Ports around the boundary:
Pins as bars across the die edge, other pins in grey.
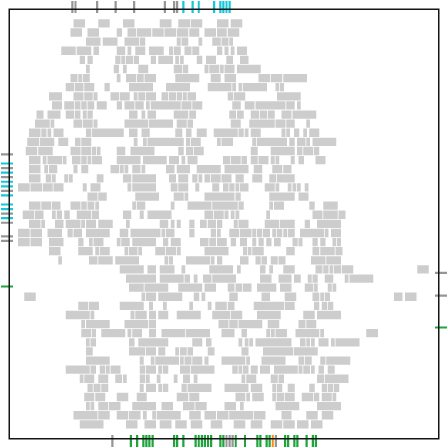
Wiring by layer:
Two of the layers only.
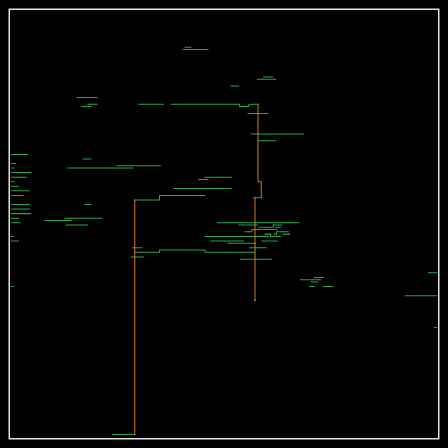
Design step_pulse_gen_flat, sky130hd; sources not shown.
==> out/metrics.sh <==
AREA.COMBINATIONAL_SQ_UM=3430
SHARE_OF_THE_FINAL_LAYOUT_CELL_AREA_IN_MULTI_INPUT_GATES_PCT=54.6
TIMING.FINAL.WS_SETUP_PS=525
LEAKAGE_nW=2.30
CLOCK_SKEW_PS=7.77
WORST_HOLD_PATH.NUM_CELLS=2
POWER.SWITCHING_FRACTION_PCT=41.4
VIA_PER_INST=5.48
USE_MET1_PCT=23.4
N_FILL_CELL=1494
WORSTPATHARRIVAL_PS=3990
POST-SYNTH-TOP-AREA-FRACTION_PCT=27.7
WORST-PATH-STAGES=15
POWERCOMB_mW=1.63
CTSROOTBUFFERMASTER='sky130_fd_sc_hd__clkbuf_16'
POWER.COMBINATIONAL.FRACTION_PCT=49.1
YS_SEQ_SHARE_PCT=27.7
TIMING_MAX_TRANSITION_VIOLATIONS_FINAL=0
WORSTSETUPPATHTYPE='in -> reg'
FLOORPLAN.IO_PINS=72
NONCLOCKBUFFERCOUNT=82
SYNTH_CELL_TYPE_COUNT=69
INTERNAL_POWER_OF_THE_CELLS_mW=1.95
DPL.HPWL_MICRONS=10900
SYNTH.CELLS.MOST_FREQUENT='90 x sky130_fd_sc_hd__nor2_1, 70 x sky130_fd_sc_hd__dfxtp_1, 50 x sky130_fd_sc_hd__nand2_1'
LARGEST_REGISTER_FF_COUNT=32
DPL_WORST_SLACK_PS=177
PWRDENS_nW_PER_UM2=528
POSTSYNTHNETCOUNT=705
FP-UTILIZATION_PCT=33.5
DR.PASS1.ITERS=5
FINALHOLDVIOLATIONS=0
BIGGESTCELLCATEGORY='logic gates'
LOG.WARNING_COUNT=34
STD_CELL_ROWS=45
RESULT_OF_THE_RUN='finished clean'
HP-CLASS='reg -> reg'
MOST_COMMON_FLOP_CELL_MAPPED_BY_YOSYS='sky130_fd_sc_hd__dfxtp_1'
YOSYS.CELL_COUNT.TOP_TYPE='sky130_fd_sc_hd__nor2_1'
CLOCKNETWORKPOWER_mW=0.815
NMULTIINPUTCOMBCELLS=516
SETUP.WORST_PATH.START_CLASS='input port'
AVGSYNTHCELLAREA_SQ_UM=7.91
SETUP-VIOLATIONS-FINAL=0
CTSHOLDBUFFERS=0
POST-ROUTE-MIN-PERIOD_PS=3780
M1WIRELENGTH_MICRONS=6690
GLOBAL_ROUTE_TRACK_USAGE_ON_MET2_PCT=29.9
ASYNC_RESET_FF_SHARE_PCT=0
SETUP.WORST_PATH.END_CLASS='flop'
DESIGN_POWER_TOTAL_mW=3.32
NUMBER_OF_NETS_AT_THE_END_OF_THE_FLOW=773
POST_SYNTHESIS_INSTANCE_AREA_SQ_UM=5050
FLOP_AREA_SQ_UM=1400
GRT_SETUP_UNREPAIRED='false'
SYNTHESIZED_CHIP_AREA_REPORTED_BY_YOSYS_SQ_UM=5050
GLOBALROUTE.TOTALOVERFLOW=0
CTS_MAX_LEVEL=3
POST_CTS.REPAIR.SETUP_BUFFERS=0
NFLOPSANDLATCHES=70
CORE_AREA_SQ_UM=15100
TIMING.MAX_CAP.VIOLATIONS=0
CLOCK.LATENCY.LATE_PIN_PS=340
-- 'ports around the boundary' (at the start) --
[bus_pulse_width] cyan | pins: 16 | direction: input | edge: 8 west, 8 north
[bus_dir] orange | pins: 1 | direction: output | edge: south
[bus_count_N] green | pins: 32 | direction: output | edge: 30 south, 1 east, 1 west
all pins by edge: 36 south, 17 west, 16 north, 3 east
die outline height: 128 microns
IO Port Bufs: 71
horizontal die dimension: 128 microns

-- 'wiring by layer' (at the start) --
[M4] orange | wire length: 129 microns
[M3] green | wire length: 454 microns
via count: 4926
combined global-route utilization of all metal layers: 17.5%
sum of routed wire length over all layers: 14100 microns
post-DR wirelength/cell: 15.7 microns

==> logic make-up (layout without fill, tap and decap cells) <==
logic type | count (synthesis) | after routing | synth area share, %
AND-OR/OR-AND | 138 | 138 | 19.0
flip-flops | 70 | 70 | 27.7
adder cells (fa/ha/maj) | 29 | 29 | 7.33
XOR/XNOR | 75 | 75 | 13.0
buffers and inverters | 53 | 125 | 4.38
multiplexers | 5 | 5 | 0.990
AND/OR/NAND/NOR | 269 | 269 | 27.5
==> stage by stage <==
stage / area, sq um / instances
floorplan: 5050 / 639
global placement: 5970 / 884
detailed placement: 5970 / 884
CTS: 6290 / 899
global route: 6290 / 899
finish: 6290 / 899
